==> src/rtl/common_fifo.sv <==
// Small synchronous show-ahead FIFO; DEPTH must be a power of two.
module common_fifo #(
   parameter int unsigned WIDTH = 8,
   parameter int unsigned DEPTH = 4
) (
   input  logic             clock,
   input  logic             rst_n,
   input  logic             push,
   input  logic [WIDTH-1:0] wdata,
   input  logic             pop,
   output logic [WIDTH-1:0] rdata,
   output logic             full,
   output logic             empty
);

   localparam int unsigned PW = $clog2(DEPTH);

   logic [WIDTH-1:0] mem [DEPTH];
   logic [PW-1:0]    wr_ptr;
   logic [PW-1:0]    rd_ptr;
   logic [PW:0]      count;
   logic             do_push;
   logic             do_pop;

   assign full    = (count == (PW+1)'(DEPTH));
   assign empty   = (count == '0);
   assign rdata   = mem[rd_ptr];
   assign do_push = push && !full;
   assign do_pop  = pop && !empty;

   always_ff @(posedge clock or negedge rst_n) begin
      if (!rst_n) begin
         wr_ptr <= '0;
         rd_ptr <= '0;
         count  <= '0;
      end else begin
         if (do_push) wr_ptr <= wr_ptr + 1'b1;
         if (do_pop)  rd_ptr <= rd_ptr + 1'b1;
         unique case ({do_push, do_pop})
            2'b10:   count <= count + 1'b1;
            2'b01:   count <= count - 1'b1;
            default: count <= count;
         endcase
      end
   end

   always_ff @(posedge clock) begin
      if (do_push) mem[wr_ptr] <= wdata;
   end

endmodule

==> config.mk <==
export PLATFORM = sky130hd
export DESIGN_NAME = common_fifo
export DESIGN_NICKNAME = d
export VERILOG_FILES = /design/src/rtl/common_fifo.sv
export SDC_FILE = /design/constraint.sdc
export NUM_CORES = 1
export LEC_CHECK = 0
export CAP_MARGIN = 20
export CORE_ASPECT_RATIO = 1.4
export CORE_MARGIN = 3
export CORE_UTILIZATION = 45
export CTS_BUF_LIST = sky130_fd_sc_hd__clkbuf_16
export DETAILED_ROUTE_END_ITERATION = 12
export PLACE_DENSITY = 0.68
export SLEW_MARGIN = 20
export SYNTH_ARGS = -nofsm -noshare
export SYNTH_HDL_FRONTEND = slang
export SYNTH_SLANG_ARGS = --single-unit
==> constraint.sdc <==
create_clock -name clock -period 2.5 [get_ports clock]
set_input_delay 0.5 -clock clock [delete_from_list [all_inputs] [get_ports clock]]
set_output_delay 0.5 -clock clock [all_outputs]
set_load 0.02 [all_outputs]
run_1/layer_met3.png
Scale: 4 px per µm.
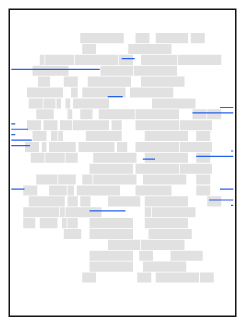
main direction = horizontal
longest straight run = 21.8 µm
share of all routed wire = 3.7%
wire length on this layer = 88.3 µm
met3 Track Usage GR: 3.90%
aggregate routed wire length: 2360 µm
via count: 754

run_1/wires.png
Scale: 4 px per µm.
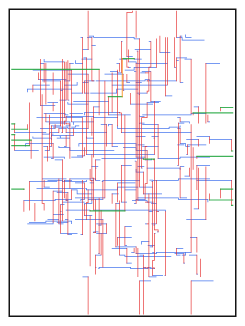
metal 1 -> blue  # wire length 965 µm
metal 4 -> orange  # wire length 9.50 µm
metal 3 -> green  # wire length 88.3 µm
metal 2 -> red  # wire length 1300 µm
detail-routed net length per standard cell: 16.1 µm
global-route usage over all layers: 12.8%

run_1/clocks.png
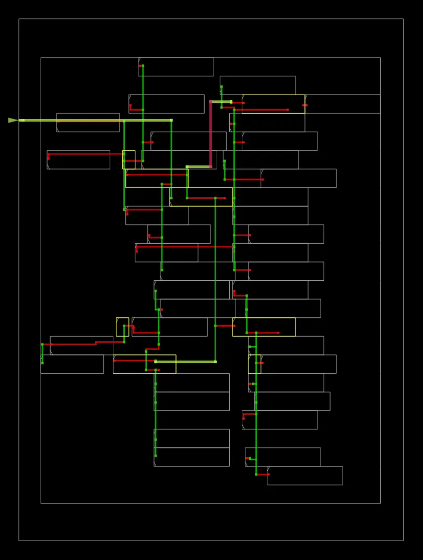
Fin Clk Skew: 4.00 ps
flip-flops: 39
total CTS buffers: 5
clock distribution power: 0.000576 W

run_1/layer_met2.png
Scale: 4 px per µm.
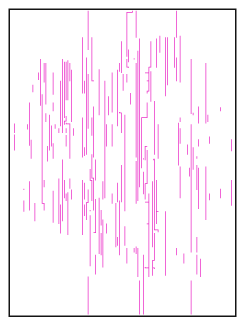
longest straight run = 37.4 µm
main direction = vertical
GRT met2 Usage: 22.1%

==> flow_metrics.tcl, run 1 <==
# metrics dict for downstream scripts
set metrics [dict create \
    run_status "completed" \
    setup-violations-final 0 \
    netlist.top_cell.by_area "sky130_fd_sc_hd__edfxtp_1" \
    insertedDiodeCount 0 \
    synth-simple-area-share_pct 4.71 \
    worst_ep_arrival_time_ps 1850 \
    vdd.ir_drop.worst_mv 0.816 \
    worst_r2r_path_cells 9 \
    place_ws_ps 257 \
    number_of_nets_with_antenna_violations_after_detailed_routing 0 \
    finish.net_count 125 \
    routed_via_density 5.13 \
    synth-async-reset-ratio_pct 17.9 \
    drt_first_iter_violations 17 \
    critPathRequiredTime_ps 2000 \
    height_of_the_die_um 76.4 \
    path_clk_slew_ps 50 \
    synth.yosys.warnings 0 \
    ys_top_cells_by_count "sky130_fd_sc_hd__edfxtp_1, sky130_fd_sc_hd__mux4_2, sky130_fd_sc_hd__dfrtp_1" \
    setup.reg_to_reg.worst_slack_ps 500 \
    drc 0 \
    dp_cells 139 \
    crit-reg2reg-launch "count[0]" \
    clock_tree_from_tritoncts "built" \
    met1_usage_pct 14.5 \
    area_delta_synth_final_pct 25.5 \
    netlist_area_um2 1590 \
    flop_area_um2 1140 \
    fin_hold_ws_ps 490 \
    mostFrequentLayoutCells "sky130_fd_sc_hd__edfxtp_1, sky130_fd_sc_hd__clkdlybuf4s50_1, sky130_fd_sc_hd__mux4_2, sky130_fd_sc_hd__dfrtp_1, sky130_fd_sc_hd__inv_1" \
    place.port_buffers 21 \
    p_leak_nw 0.735 \
]
run 1: power by group:
group	internal (W)	leakage (nW)	switching, W
clock	0.000362	0.0733	0.000213
combinational	0.000477	0.287	0.000421
sequential	0.000883	0.375	0.000114
total	0.00172	0.735	0.000748
run 1: layout make-up:
class	count	area share [%]
clock inverters	3	0.751
well taps	39	2.44
repair buffers	23	11.3
multi-input cells	32	21.3
flip-flops and latches	39	56.9
inverters	6	1.13
clock buffers	5	6.26
run 1: worst max-delay path, stage by stage, from the launching register on:
cell	delay [ps]
sky130_fd_sc_hd__dfrtp_1	340
sky130_fd_sc_hd__buf_4	170
sky130_fd_sc_hd__mux4_2	510
sky130_fd_sc_hd__clkdlybuf4s50_1	550
run 1: state kept, by name (all words and copies together) (netlist names):
name	flops
mem	32
count	3
wr_ptr	2
rd_ptr	2
--- run 2 (diff from run 1) ---
CORE_ASPECT_RATIO = not set   (was 1.4)
==> flow_metrics.tcl, run 2 <==
# metrics dict for downstream scripts
set metrics [dict create \
    largest_register_ff_count 32 \
    fin_hold_ws_ps 485 \
    worst_clock_skew_ps 5.28 \
    worst_r2r_path_cells 9 \
    worst_ep_arrival_time_ps 1940 \
    nonClkBufAreaFrac_pct 11.4 \
    largestRegisters "mem x32, count x3" \
    dp_cells 144 \
    netlist_area_um2 1590 \
    critical_path.cell_chain "buf_4, mux4_2, clkdlybuf4s50_1" \
    crit-reg2reg-launch "count[0]" \
    place_ws_ps 248 \
    comb-cell-share_pct 20.9 \
    mostFrequentLayoutCells "sky130_fd_sc_hd__edfxtp_1, sky130_fd_sc_hd__clkdlybuf4s50_1, sky130_fd_sc_hd__mux4_2, sky130_fd_sc_hd__dfrtp_1, sky130_fd_sc_hd__inv_1" \
    non_clock_inverter_count 6 \
    max_stage_delay_ps 550 \
    seq-cell-share_pct 55.8 \
    design.seq.count 39 \
    grtUsageMet3_pct 5.98 \
    run_status "completed" \
    synth-simple-area-share_pct 4.71 \
    num_tap_cells 44 \
    top_register "mem" \
    finish.net_count 125 \
    place.port_buffers 21 \
    setup.reg_to_reg.worst_slack_ps 500 \
    critPathRequiredTime_ps 2000 \
]
-- run 2: cell types whose count changed in the layout (fill, tap and decap cells not counted), sizes merged --
cell / before / now
clkdlybuf4s50: 21 / 18
clkinv: 3 / 2
dlymetal6s2s: 0 / 3
bufinv: 0 / 1
-- run 2: how the worst min path moves through the flow --
stage                        start  endpoint  slack (ps)  depth (start not counted)
final                        rst_n  count[0]         490                          1
after detailed placement  count[2]  count[2]         520                          1
after global routing         rst_n  count[0]         510                          1
after floorplan              rst_n  count[0]         200                          0
after CTS                    rst_n  count[0]         490                          1
after global placement    count[2]  count[2]         510                          1
-- run 2: power by group --
part / total (W) / internal, W / switching (W)
clock network: 0.000693 / 0.000464 / 0.000229
logic: 0.000885 / 0.000471 / 0.000415
registers: 0.00101 / 0.000882 / 0.000124
total: 0.00259 / 0.00182 / 0.000767
run_2/wires.png
Scale: 6 px per µm.
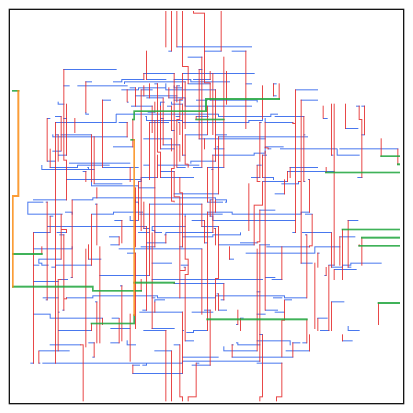
metal 1 -> blue  # wire length 1050 µm
metal 3 -> green  # wire length 133 µm
metal 4 -> orange  # wire length 62.8 µm
metal 2 -> red  # wire length 1350 µm
detail-routed net length per standard cell: 17.1 µm
via count: 768
global-route usage over all layers: 14.7%
aggregate routed wire length: 2600 µm

run_2/power_grid.png
Scale: 6 px per µm. Pins as bars on the die edge. Tap cells in grey.
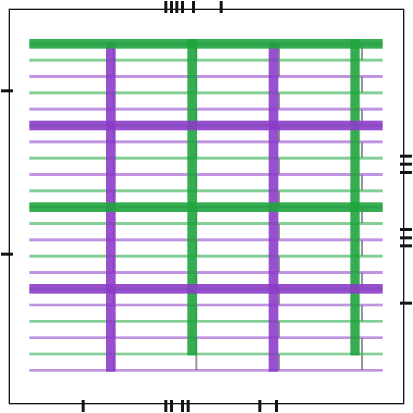
VDD -> green
VSS -> purple
rows = 20
met5 straps = 4
signal pins = 22
tap cells = 44
met4 straps = 4
height of the die: 65.5 µm
Die Span X: 65.5 µm
VDD IR max: 0.769 mV
core region area: 3200 µm²

Power figures rest on the tool's default switching activity, not on a simulated workload.
